## config.mk

```make
export PLATFORM = sky130hd
export DESIGN_NAME = uart_cmd_sequencer
export DESIGN_NICKNAME = d
export VERILOG_FILES = /design/src/rtl/uart_cmd_sequencer.sv
export SDC_FILE = /design/constraint.sdc
export NUM_CORES = 1
export LEC_CHECK = 0
export ABC_AREA = 1
export CAP_MARGIN = 20
export CORE_AREA = 2 2 87 106
export CTS_CLUSTER_DIAMETER = 200
export DETAILED_ROUTE_END_ITERATION = 16
export DIE_AREA = 0 0 89 108
export GPL_TIMING_DRIVEN = 0
export PLACE_DENSITY = 0.48
export SYNTH_ARGS = -nofsm -noshare
export SYNTH_HDL_FRONTEND = slang
export SYNTH_SLANG_ARGS = --single-unit
```

## constraint.sdc

```tcl
create_clock -name clk -period 1.8 [get_ports clk]
set_input_delay 0.18 -clock clk [delete_from_list [all_inputs] [get_ports clk]]
set_output_delay 0.18 -clock clk [all_outputs]
set_load 0.05 [all_outputs]
```

## src/rtl/uart_cmd_sequencer.sv

```systemverilog
// Framed command sequencer between uart_rx/uart_tx and a combinational ALU.
// Optional inter-byte timeout is enabled with the UART_SEQ_TIMEOUT_EN macro.
module uart_cmd_sequencer #(
  parameter int unsigned          NB_DATA       = 8,
  parameter int unsigned          NB_OP         = 6,
  parameter logic [NB_DATA-1:0]   SOF_REQ       = 8'hA5,
  parameter logic [NB_DATA-1:0]   SOF_RSP       = 8'h5A,
  parameter int unsigned          TIMEOUT_TICKS = 4096,
  parameter int unsigned          NB_TIMEOUT    = 13
) (
  input  logic               clk,
  input  logic               i_rst,
  input  logic               i_tick,
  input  logic [NB_DATA-1:0] i_rx_data,
  input  logic               i_rx_done,
  input  logic               i_tx_done,
  output logic               o_tx_start,
  output logic [NB_DATA-1:0] o_tx_data,
  output logic               o_alu_valid,
  output logic [NB_OP-1:0]   o_alu_op,
  output logic [NB_DATA-1:0] o_alu_a,
  output logic [NB_DATA-1:0] o_alu_b,
  input  logic [NB_DATA-1:0] i_alu_result,
  output logic               o_busy,
  output logic               o_frame_err,
  output logic [3:0]         o_dbg_state
);

  // Handshakes: an RX byte is consumed only in a cycle where i_rx_done is high and
  // the FSM is in a receive state; o_tx_start pulses once per byte and o_tx_data is
  // held until the matching i_tx_done, which is only honoured in a WAIT state.

  typedef enum logic [3:0] {
    S_IDLE      = 4'd0,
    S_GET_OP    = 4'd1,
    S_GET_A     = 4'd2,
    S_GET_B     = 4'd3,
    S_GET_CHK   = 4'd4,
    S_EXEC      = 4'd5,
    S_TX_SOF    = 4'd6,
    S_WAIT_SOF  = 4'd7,
    S_TX_STAT   = 4'd8,
    S_WAIT_STAT = 4'd9,
    S_TX_RES    = 4'd10,
    S_WAIT_RES  = 4'd11
  } state_t;

  localparam logic [NB_DATA-1:0] ST_OK     = '0;
  localparam logic [NB_DATA-1:0] ST_BADCHK = NB_DATA'(1);
  localparam logic [NB_DATA-1:0] ST_BADOP  = NB_DATA'(2);

  if ((2 ** NB_TIMEOUT) <= TIMEOUT_TICKS) begin : g_bad_cfg
    $error("NB_TIMEOUT too narrow for TIMEOUT_TICKS");
  end

  state_t             state_q, state_d;
  logic [NB_DATA-1:0] op_q, a_q, b_q, chk_q, result_q, status_q;
  logic               chk_bad, op_bad, timeout;

  assign chk_bad = (op_q ^ a_q ^ b_q) != i_rx_data;
  assign op_bad  = |op_q[NB_DATA-1:NB_OP];

`ifdef UART_SEQ_TIMEOUT_EN
  logic [NB_TIMEOUT-1:0] cnt_q;
  logic                  in_get;

  assign in_get  = (state_q == S_GET_OP) || (state_q == S_GET_A) ||
                   (state_q == S_GET_B)  || (state_q == S_GET_CHK);
  // A byte arriving in the same cycle as the limiting tick still wins.
  assign timeout = in_get && i_tick && !i_rx_done &&
                   (cnt_q == NB_TIMEOUT'(TIMEOUT_TICKS - 1));

  always_ff @(posedge clk) begin
    if (i_rst || !in_get || i_rx_done || timeout) begin
      cnt_q <= '0;
    end else if (i_tick) begin
      cnt_q <= cnt_q + 1'b1;
    end
  end
`else
  logic unused_tick;
  assign timeout     = 1'b0;
  assign unused_tick = i_tick;
`endif

  logic unused_chk;
  assign unused_chk = ^chk_q;

  always_ff @(posedge clk) begin
    if (i_rst) begin
      state_q <= S_IDLE;
    end else begin
      state_q <= state_d;
    end
  end

  always_comb begin
    state_d = state_q;
    case (state_q)
      S_IDLE:      if (i_rx_done && (i_rx_data == SOF_REQ)) state_d = S_GET_OP;
      S_GET_OP:    if (i_rx_done) state_d = S_GET_A;
      S_GET_A:     if (i_rx_done) state_d = S_GET_B;
      S_GET_B:     if (i_rx_done) state_d = S_GET_CHK;
      S_GET_CHK:   if (i_rx_done) state_d = (chk_bad || op_bad) ? S_TX_SOF : S_EXEC;
      S_EXEC:      state_d = S_TX_SOF;
      S_TX_SOF:    state_d = S_WAIT_SOF;
      S_WAIT_SOF:  if (i_tx_done) state_d = S_TX_STAT;
      S_TX_STAT:   state_d = S_WAIT_STAT;
      S_WAIT_STAT: if (i_tx_done) state_d = S_TX_RES;
      S_TX_RES:    state_d = S_WAIT_RES;
      S_WAIT_RES:  if (i_tx_done) state_d = S_IDLE;
      default:     state_d = S_IDLE;
    endcase
    if (timeout) state_d = S_IDLE;
  end

  always_comb begin
    o_tx_start  = 1'b0;
    o_tx_data   = '0;
    o_alu_valid = 1'b0;
    o_frame_err = 1'b0;
    case (state_q)
      S_GET_CHK:   o_frame_err = i_rx_done && (chk_bad || op_bad);
      S_EXEC:      o_alu_valid = 1'b1;
      S_TX_SOF:    begin o_tx_start = 1'b1; o_tx_data = SOF_RSP;  end
      S_WAIT_SOF:  o_tx_data = SOF_RSP;
      S_TX_STAT:   begin o_tx_start = 1'b1; o_tx_data = status_q; end
      S_WAIT_STAT: o_tx_data = status_q;
      S_TX_RES:    begin o_tx_start = 1'b1; o_tx_data = result_q; end
      S_WAIT_RES:  o_tx_data = result_q;
      default:     ;
    endcase
    if (timeout) o_frame_err = 1'b1;
  end

  // Frame fields and response registers; the ALU result is sampled in EXEC.
  always_ff @(posedge clk) begin
    if (i_rst) begin
      op_q     <= '0;
      a_q      <= '0;
      b_q      <= '0;
      chk_q    <= '0;
      result_q <= '0;
      status_q <= '0;
    end else begin
      if (i_rx_done) begin
        case (state_q)
          S_GET_OP: op_q <= i_rx_data;
          S_GET_A:  a_q  <= i_rx_data;
          S_GET_B:  b_q  <= i_rx_data;
          S_GET_CHK: begin
            chk_q <= i_rx_data;
            if (chk_bad) begin
              status_q <= ST_BADCHK;
              result_q <= '0;
            end else if (op_bad) begin
              status_q <= ST_BADOP;
              result_q <= '0;
            end
          end
          default: ;
        endcase
      end
      if (state_q == S_EXEC) begin
        result_q <= i_alu_result;
        status_q <= ST_OK;
      end
    end
  end

  assign o_busy      = (state_q != S_IDLE);
  assign o_alu_op    = op_q[NB_OP-1:0];
  assign o_alu_a     = a_q;
  assign o_alu_b     = b_q;
  assign o_dbg_state = state_q;

endmodule

```

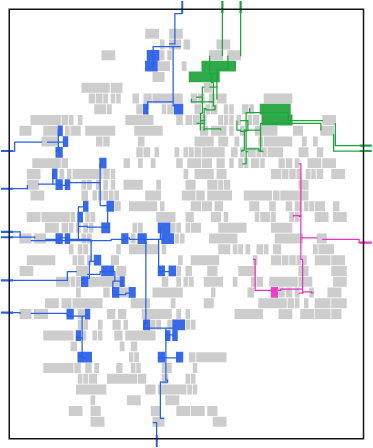
(run_1/port_trees.png)
| colour | port | bits | direction | edge | end cells | buffers | wire |
|---|---|---|---|---|---|---|---|
| green | `o_dbg_state` | 4 | output | 2 east, 2 north | 4 | 4 | 200 um |
| blue | `i_rx_data` | 8 | input | 6 west, 1 south, 1 north | 41 | 8 | 351 um |
| magenta | `o_alu_valid` | 1 | output | east | 1 | 1 | 75.8 um |
Port Buffers: 57
Boundary Pins: 59

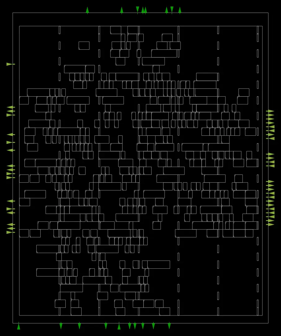
(run_1/placed.png)
Std-Cell Rows: 37
registers: 38
number of fillers in the final layout: 951
fin cells: 525

==> results.yml, run 1 <==
# synthesis and place-and-route metrics
worst_hold_path:
  worstHoldPathCells: 3
  worst_hold_path.endpoint: "op_q[5]"
critical_path:
  regToRegSetupSlack_ns: 0.14
  required_ns: 1.62
  crit_end: "o_frame_err"
  arrival_ns: 1.62
  critical_path.max_stage_delay_ns: 0.36
  start_kind: "register"
  cp_slowest_cell: "dfxtp_2"
logic_synthesis:
  synth-edff-count: 0
  synth_cells: 330
  ys_sh_simple: 0.2972
  ys_cells: 330
  syn_area_um2: 2110
  mux_share: 0
  yosys_warnings: 0
  yosys-top-cells-area: "dfxtp_1, nand2_1, a21oi_1"
  ys.flop_type: "dfxtp_1"
  ys_top_logic_family: "simple AND/OR/NAND/NOR gates"
  syn_avg_cell_area_um2: 6.392
  synth_seq_share: 0.3606
grt:
  grtUsageMet2: 0.2319
  grt_pass1_wl_um: 9963
  grt_max_degree: 13
floorplanning:
  core-area_um2: 8518
  initCoreUtil: 0.2476
  die_area_um2: 9612
routing:
  dr.max_layer_used: "met4"
  wl_met3_um: 322
  wl_met2_um: 3076
  drtIter0Drc: 64
  met1_length_um: 2803
cts:
  clk_path_buf_depth: 2
  clkTransAtPathRegs_ns: 0.09
layout:
  sh_seq_area: 0.2528
  lay_top_count: "nand2_1"
  comb_share: 0.3750
  fin_util: 0.3655
  combGateArea_um2: 1167
  layout_top_cells: "nand2_1, inv_1, a21oi_1"
timing:
  holdWs_ns: 0.2254
  rsz0062_at_grt: "true"
  finalSetupViolCount: 0
  finalHoldViolCount: 0
job:
  openroad.warnings: 29
  maxCapViolations: 0
placed_design:
  place_inst: 504
power:
  p_per_area_nw_per_um2: 838.1
  ir_worst_vdd_v: 0.0003590
outcome:
  outcome: "complete, no violations"
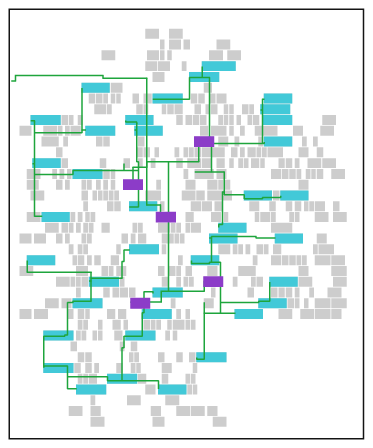
(run_1/clock_wires.png)
[purple] clock-net drivers | count: 5
[cyan] flip-flops | count: 38
[green] clock wires | length: 613 um
routed clock nets: 6
flops lie: spread over the die
clock skew: 0.01536 ns
clock-net power: 638 uW
Clk pwr share: 0.245
Insertion Delay late pin: 0.30 ns

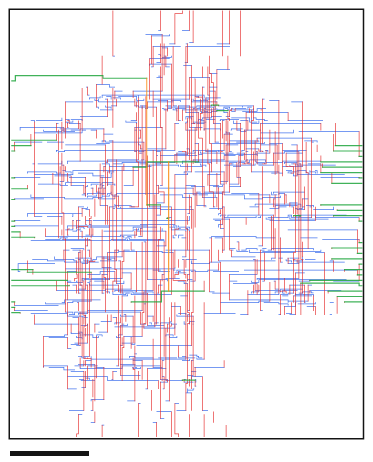
(run_1/layers.png)
Scale bar: 20 um.
| colour | layer | wire length |
|---|---|---|
| red | M2 | 3080 um |
| blue | M1 | 2800 um |
| green | M3 | 322 um |
| orange | M4 | 64.6 um |
GRT Util Overall: 0.1321
vias post-DR: 2267
WL/cell: 11.94 um
final WL: 6267 um

## run 1: report_power, final
group | leakage [nW] | internal, mW | switching [mW]
Clock | 0.0472 | 0.308 | 0.330
Sequential | 0.316 | 0.907 | 0.0808
Combinational | 0.992 | 0.343 | 0.639
## run 1: critical path: cells and delay by family (launching register included)
kind,cells,cell delay [ns]
flops,1,0.36
simple gates,8,0.69
buf+inv,4,0.25
## run 1: state kept, by name (all words and copies together), names as in the netlist
| signal | cells |
|---|---|
| status_q | 2 |
| o_dbg_state | 4 |
| o_alu_a | 8 |
| op_q | 8 |
| result_q | 8 |
| o_alu_b | 8 |
## run 1: what timing repair did
action	CTS	global route
resized	91	32
endpoints found under the setup margin	16	27
pin swaps	5	12
buffers inserted	5	9
hold buffers	0	0
--- run 2 (diff from run 1) ---
- CORE_AREA: 2 2 87 106 -> 2 2 74 91
- DIE_AREA: 0 0 89 108 -> 0 0 76 93
- PLACE_DENSITY: 0.48 -> 0.61
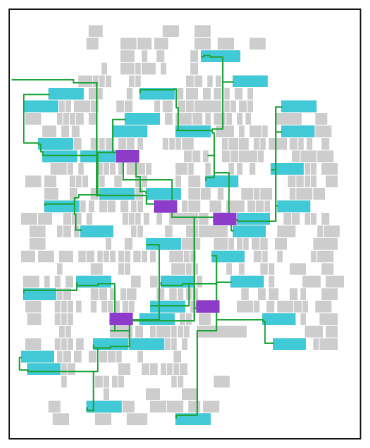
(run_2/clock_wires.png)
clock-net power: 765 uW
Clk pwr share: 0.280
clock skew: 0.01133 ns

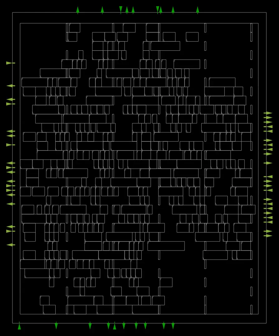
(run_2/placed.png)
Seq area share: 0.2577
post-layout util: 0.4952
fin cells: 489
well tap count: 85

==> results.yml, run 2 <==
# synthesis and place-and-route metrics
outcome:
  outcome: "complete, no violations"
worst_hold_path:
  worstHoldPathCells: 3
  hp-start: "i_rx_data[5]"
  worst_hold_path.endpoint: "op_q[5]"
critical_path:
  required_ns: 1.62
  crit_end: "o_frame_err"
  cp_slowest_cell: "dfxtp_2"
  path_depth: 12
  critical_path.max_stage_delay_ns: 0.35
  start_kind: "register"
  crit_buf_inv: 4
  arrival_ns: 1.59
  regToRegSetupSlack_ns: 0.17
  crit_family: "simple AND/OR/NAND/NOR gates"
cts:
  cts_tree: "built"
  insertion_delay_ns: 0.29
  clkTransAtPathRegs_ns: 0.08
  cts_hold_buf: 0
  clk_path_buf_depth: 2
logic_synthesis:
  ys.flop_type: "dfxtp_1"
  ys_sh_simple: 0.2972
  synth-xor-area-share: 0.03737
  yosys-top-cells-area: "dfxtp_1, nand2_1, a21oi_1"
  synthTopCellsByCount: "nand2_1, inv_1, dfxtp_1"
  yosys_warnings: 0
  synth_top_area_share: 0.3606
  synth-edff-count: 0
  ys_cells: 330
  syn_avg_cell_area_um2: 6.392
  syn_area_um2: 2110
  mux_share: 0
  netlist-cell-type-count: 26
  synth_cells: 330
  ys_top_logic_family: "simple AND/OR/NAND/NOR gates"
  synth_seq_share: 0.3606
job:
  maxCapViolations: 0
  openroad.warnings: 29
power:
  power_leader: "registers"
  p_total_mw: 2.734
  p_sw_frac: 0.3772
  comb_power_uw: 982
  switching_power_mw: 1.031
  seq_power_uw: 986
  share_comb_of_total_power: 0.359
  p_int_mw: 1.703
  p_per_area_nw_per_um2: 889.7
  share_seq_of_total_power: 0.361
  ir_worst_vdd_v: 0.0004273
placed_design:
  place_inst: 472
  numPortBuffers: 57
  dpl_worst_slack_ns: -0.8319
timing:
  setup_tns_ns: 0
  finalHoldViolCount: 0
  rsz0062_at_grt: "true"
  relSlewSlack: 0.6617
  holdWs_ns: 0.3466
  finalSetupViolCount: 0
grt:
  track_usage: 0.1640
  grt_pass1_wl_um: 9604
  grt_pass1_vias: 2134
  grt_max_degree: 13
floorplanning:
  die_area_um2: 7068
  rows: 32
  boundaryPins: 59
  initCoreUtil: 0.3399
  core-area_um2: 6206
  die_h_um: 93
layout:
  lay_top_count: "nand2_1"
  drive_above_1_share: 0.2277
  area_growth_pct: 45.67
  layout_top_cells: "nand2_1, inv_1, a21oi_1, clkdlybuf4s50_1, o21ai_0"
routing:
  drtIter0Drc: 62
  num_vias: 2251
  routed_wl_um: 5771
  detail_route.wl_per_cell_um: 11.80
==> run 2: timing repair <==
action	4_1_cts	5_1_grt
setup endpoints to repair	14	28
pin swaps	4	6
gates resized	92	33
buffers inserted	6	4
==> run 2: metal layers <==
layer / track usage / vias to the layer above / wire [um] / part of all wire
li1: - / 1180 / - / -
met1: 0.2012 / 1005 / 2565 / 0.44
met2: 0.2872 / 59 / 2842 / 0.49
met3: 0.03861 / 7 / 300 / 0.052
met4: 0.04848 / 0 / 61 / 0.011
met5: 0 / - / 0 / 0
==> run 2: final cells by class <==
class | instances | area (um2)
well taps | 85 | 106.4
clock buffers | 7 | 86.33
flip-flops and latches | 38 | 792.0
plain buffers | 12 | 68.82
inverters | 52 | 198.9
clock inverters | 1 | 30.03
repair buffers | 67 | 618.1
fillers | 662 | 3133
multi-input cells | 227 | 1172
--- run 3 (diff from run 2) ---
--- a/config.mk
+++ b/config.mk
@@ -14,4 +14,5 @@
 export GPL_TIMING_DRIVEN = 0
 export PLACE_DENSITY = 0.61
+export SKIP_CTS_REPAIR_TIMING = 1
 export SYNTH_ARGS = -nofsm -noshare
 export SYNTH_HDL_FRONTEND = slang
==> constraint.sdc (replaced) <==
create_clock -name clk -period 1.8 [get_ports clk]
set_input_delay 0.45 -clock clk [delete_from_list [all_inputs] [get_ports clk]]
set_output_delay 0.45 -clock clk [all_outputs]
set_load 0.05 [all_outputs]
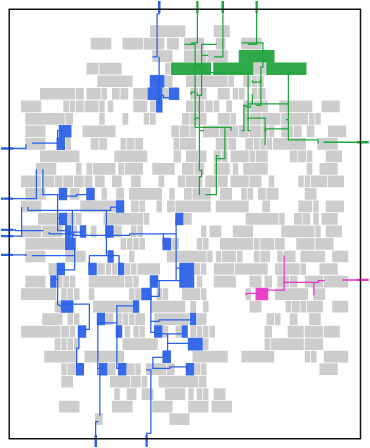
(run_3/port_trees.png)
| colour | port | bits | direction | edge | end cells | buffers | wire |
|---|---|---|---|---|---|---|---|
| magenta | `o_alu_valid` | 1 | output | east | 1 | 1 | 31.2 um |
| blue | `i_rx_data` | 8 | input | 5 west, 2 south, 1 north | 41 | 8 | 374 um |
| green | `o_dbg_state` | 4 | output | 3 north, 1 east | 4 | 4 | 237 um |

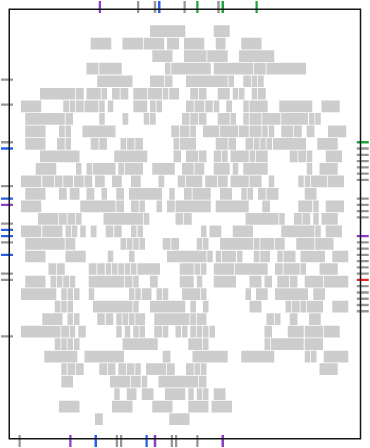
(run_3/pinout.png)
Pins as bars across the die edge, other pins in grey.
| colour | port | pins | direction | edge |
|---|---|---|---|---|
| red | `o_alu_valid` | 1 | output | east |
| blue | `i_rx_data` | 8 | input | 5 west, 2 south, 1 north |
| green | `o_dbg_state` | 4 | output | 3 north, 1 east |
| purple | `o_alu_op` | 6 | output | 3 south, 1 west, 1 east, 1 north |
Die W: 76 um
Die Span Y: 93 um

==> results.yml, run 3 <==
# synthesis and place-and-route metrics
outcome:
  outcome: "finished with violations"
  violations: "setup timing"
layout:
  drive_above_1_share: 0.2822
  lay_top_count: "nand2_1"
  layout_top_cells: "nand2_1, inv_1, a21oi_1"
logic_synthesis:
  synth_top_area_share: 0.3606
  synth_cells: 330
  yosys-top-cells-area: "dfxtp_1, nand2_1, a21oi_1"
  netlist-cell-type-count: 26
  syn_avg_cell_area_um2: 6.392
  ys_cells: 330
  synth_seq_share: 0.3606
  syn_area_um2: 2110
  yosys_warnings: 0
  synth-edff-count: 0
  synthTopCellsByCount: "nand2_1, inv_1, dfxtp_1"
  ys.flop_type: "dfxtp_1"
floorplanning:
  boundaryPins: 59
  rows: 32
  die_area_um2: 7068
  core-area_um2: 6206
power:
  p_int_mw: 1.686
  clockPowerShare: 0.258
  pg_clk_uw: 704
  share_seq_of_total_power: 0.362
  p_per_area_nw_per_um2: 822.8
  switching_power_mw: 1.046
  power_leader: "combinational cells"
  ir_worst_vdd_v: 0.0005210
  share_comb_of_total_power: 0.380
grt:
  grt_pass1_wl_um: 9294
  track_usage: 0.1616
  grtUsageMet2: 0.2865
  grt_max_degree: 13
  top_usage_layer: "met2"
  use_met3: 0.03668
  grt_use_met1: 0.1953
timing:
  layout_setup_ws_ns: -0.3864
  holdWs_ns: 0.4703
  relSlewSlack: 0.6362
  finalSetupViolCount: 11
  skew_ns: 0.01025
  rsz0062_at_grt: "true"
routing:
  routed_wl_um: 5936
  num_vias: 2264
  wl_met3_um: 242
  met1_length_um: 2587
  drtIter0Drc: 63
  dr.max_layer_used: "met4"
  wl_met2_um: 3023
critical_path:
  critical_path.max_stage_delay_ns: 0.35
  regToRegSetupSlack_ns: 0.15
  cp_slowest_cell: "dfxtp_4"
  crit_family: "simple AND/OR/NAND/NOR gates"
  required_ns: 1.35
  path_depth: 13
cts:
  cts_tree: "built"
  clkTransAtPathRegs_ns: 0.08
  clk_path_buf_depth: 2
  insertion_delay_ns: 0.30
worst_hold_path:
  worstHoldPathCells: 2
placed_design:
  dpl_worst_slack_ns: -1.376
  numPortBuffers: 57
job:
  openroad.warnings: 29
run 3: logic make-up (layout without fill, tap and decap cells):
group           after synthesis  in the layout  synth area share
compound gates               71             71            0.1750
xor+xnor                      9              9           0.03736
buf+inv                      65            146            0.1299
flops                        38             38            0.3606
simple gates                147            147            0.2972
run 3: area by class of cell:
type,instances,area (um2)
buffer,13,87.58
clock buffer,8,111.4
fill,588,2885
inverter,52,211.5
multi-input combinational,227,1192
sequential,38,820.8
tap,85,106.4
timing repair buffer,73,790.8
run 3: through the flow:
stage                       util  instances  power (mW)  area [um2]
after floorplan                -        330       1.640        2210
after global placement    0.4651        472       1.914        2887
after detailed placement  0.4651        472       1.919        2887
after CTS                 0.4831        480       2.626        2998
after global routing      0.5351        496       2.889        3321
final                     0.5351        496       2.732        3321
Power figures rest on the tool's default switching activity, not on a simulated workload.
